===== src/rtl/multiplier_8bit.sv =====
// Sequential 8x8 unsigned shift-and-add multiplier. It watches level-held operands,
// recomputes whenever they change, and holds the last completed product.
module multiplier_8bit (
  input  logic        clk,
  input  logic        rst,
  input  logic [7:0]  a,
  input  logic [7:0]  b,
  output logic [15:0] result,
  output logic        busy,
  output logic        done
);

  typedef enum logic [1:0] {
    S_IDLE,
    S_RUN,
    S_DONE
  } state_t;

  state_t      r_state;
  state_t      w_next;
  logic [7:0]  r_op_a;
  logic [7:0]  r_op_b;
  logic        r_valid;
  logic [15:0] r_acc;
  logic [15:0] r_mcand;
  logic [7:0]  r_mplier;
  logic [3:0]  r_cnt;
  logic [15:0] r_result;
  logic        r_done;
  logic        w_changed;
  logic        w_load;
  logic        w_step;

  assign w_changed = (a != r_op_a) || (b != r_op_b);

  always_ff @(posedge clk or posedge rst) begin
    if (rst) r_state <= S_IDLE;
    else     r_state <= w_next;
  end

  // An operand change in RUN reloads the datapath and restarts the 8 steps.
  always_comb begin
    w_next = r_state;
    w_load = 1'b0;
    w_step = 1'b0;
    case (r_state)
      S_IDLE: begin
        if (!r_valid || w_changed) begin
          w_load = 1'b1;
          w_next = S_RUN;
        end
      end
      S_RUN: begin
        if (w_changed) begin
          w_load = 1'b1;
        end else begin
          w_step = 1'b1;
          if (r_cnt == 4'd7) w_next = S_DONE;
        end
      end
      S_DONE:  w_next = S_IDLE;
      default: w_next = S_IDLE;
    endcase
  end

  always_ff @(posedge clk or posedge rst) begin
    if (rst) begin
      r_op_a   <= '0;
      r_op_b   <= '0;
      r_valid  <= 1'b0;
      r_acc    <= '0;
      r_mcand  <= '0;
      r_mplier <= '0;
      r_cnt    <= '0;
      r_result <= '0;
      r_done   <= 1'b0;
    end else begin
      r_done <= (r_state == S_DONE);
      if (r_state == S_DONE) r_result <= r_acc;
      if (w_load) begin
        r_op_a   <= a;
        r_op_b   <= b;
        r_valid  <= 1'b1;
        r_acc    <= '0;
        r_mcand  <= {8'b0, a};
        r_mplier <= b;
        r_cnt    <= '0;
      end else if (w_step) begin
        if (r_mplier[0]) r_acc <= r_acc + r_mcand;
        r_mcand  <= r_mcand << 1;
        r_mplier <= r_mplier >> 1;
        r_cnt    <= r_cnt + 4'd1;
      end
    end
  end

  assign result = r_result;
  assign done   = r_done;
  assign busy   = (r_state != S_IDLE);

endmodule


===== config.mk =====
export PLATFORM = sky130hd
export DESIGN_NAME = multiplier_8bit
export DESIGN_NICKNAME = d
export VERILOG_FILES = /design/src/rtl/multiplier_8bit.sv
export SDC_FILE = /design/constraint.sdc
export NUM_CORES = 1
export LEC_CHECK = 0
export CAP_MARGIN = 40
export CORE_MARGIN = 1.5
export CORE_UTILIZATION = 56
export CTS_CLUSTER_SIZE = 20
export DETAILED_ROUTE_END_ITERATION = 16
export PLACE_DENSITY = 0.76
export SKIP_LAST_GASP = 1
export SYNTH_ARGS = -nofsm -noshare
export SYNTH_HDL_FRONTEND = slang
export SYNTH_SLANG_ARGS = --single-unit

===== constraint.sdc =====
create_clock -name clk -period 3.48 [get_ports clk]
set_input_delay 1.044 -clock clk [delete_from_list [all_inputs] [get_ports clk]]
set_output_delay 1.044 -clock clk [all_outputs]
set_load 0.02 [all_outputs]

Congestion heat map:
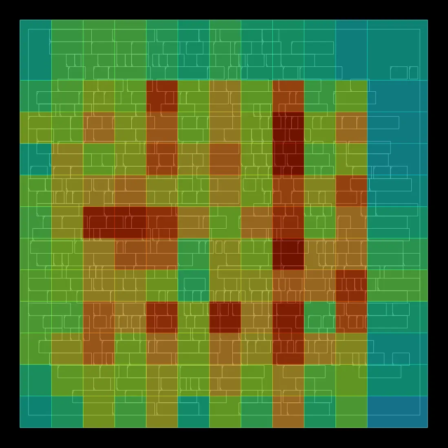
final core area utilization: 66.86%
met2 usage: 36.02%
layer with the highest usage: met2
met3 usage: 3.601%

Selected gate families:
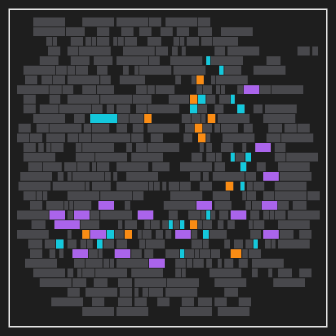
- fa/ha/maj cells: purple (cells 17)
- and/or cells: orange (cells 11)
- nor cells: cyan (cells 20)

==> job_summary.md <==
### Flow metrics

| Metric | Value |
|---|---|
| Flop count | approximately 80 |
| NumNets Final | approximately 440 |
| Top Metal Used | met4 |
| DP HPWL | approximately 5700 um |
| CP Class | in -> reg |
| Top delay family on crit path | buffers and inverters |
| Comb area share | between 40% and 50% |
| Largest net degree at the start of global routing | 44 |
| Hold-fix buffers at CTS | 0 |
| # fillers | between 500 and 600 |
| Total vias in the final route | approximately 2,900 |
| Dominant cell type by area after synthesis | dfrtp_1 |
| Tapcell Cnt | about 99 |
| Combinational power share | approximately 6.0% |
| Slowest CP cell | clkdlybuf4s50_1 |
| Maximum clock rate | ~340 MHz |
| Cell area after layout | 4823 um2 |
| Gate Area | about 2000 um2 |
| Crit path launch | b[6] |
| OpenROAD warnings | 26 |
| Later-pin clock latency in the skew report | roughly 0.34 ns |
| WL met2 | around 3900 um |
| Worst setup margin | ~0.56 ns |
| Cells after DPL | between 400 and 500 |
| Post-synth seq share | between 40% and 50% |
| Hold_sp | r_mplier[5] |
| Yosys cell count | 361 |
| TNS Setup | 0 ns |
| Status | finished clean |
| Number of H-tree levels | 3 |
| Total cell area at the placement stage | 4624 um2 |
| Commonest non-fill, non-tap cells in the layout | dfrtp_1, clkdlybuf4s50_1, nand2_1, o21ai_0, mux2_2 |
| R2R cell count | 9 |
| Post-Syn Area | between 4000 and 5000 um2 |
| Clock share of power | around two fifths |
| Top cell excl fill/tap | dfrtp_1 |
| Post-synth area from yosys stat | about 4100 um2 |
| Required time of the critical path | 3.68 ns |
| Crit-path most repeated cell | buf_4 |
| Clock-cell share | 4.125% |
| Initial DRC Count | around 75 |
| Clock slew at reported path FFs | roughly 0.08 ns |
Power figures rest on the tool's default switching activity, not on a simulated workload.
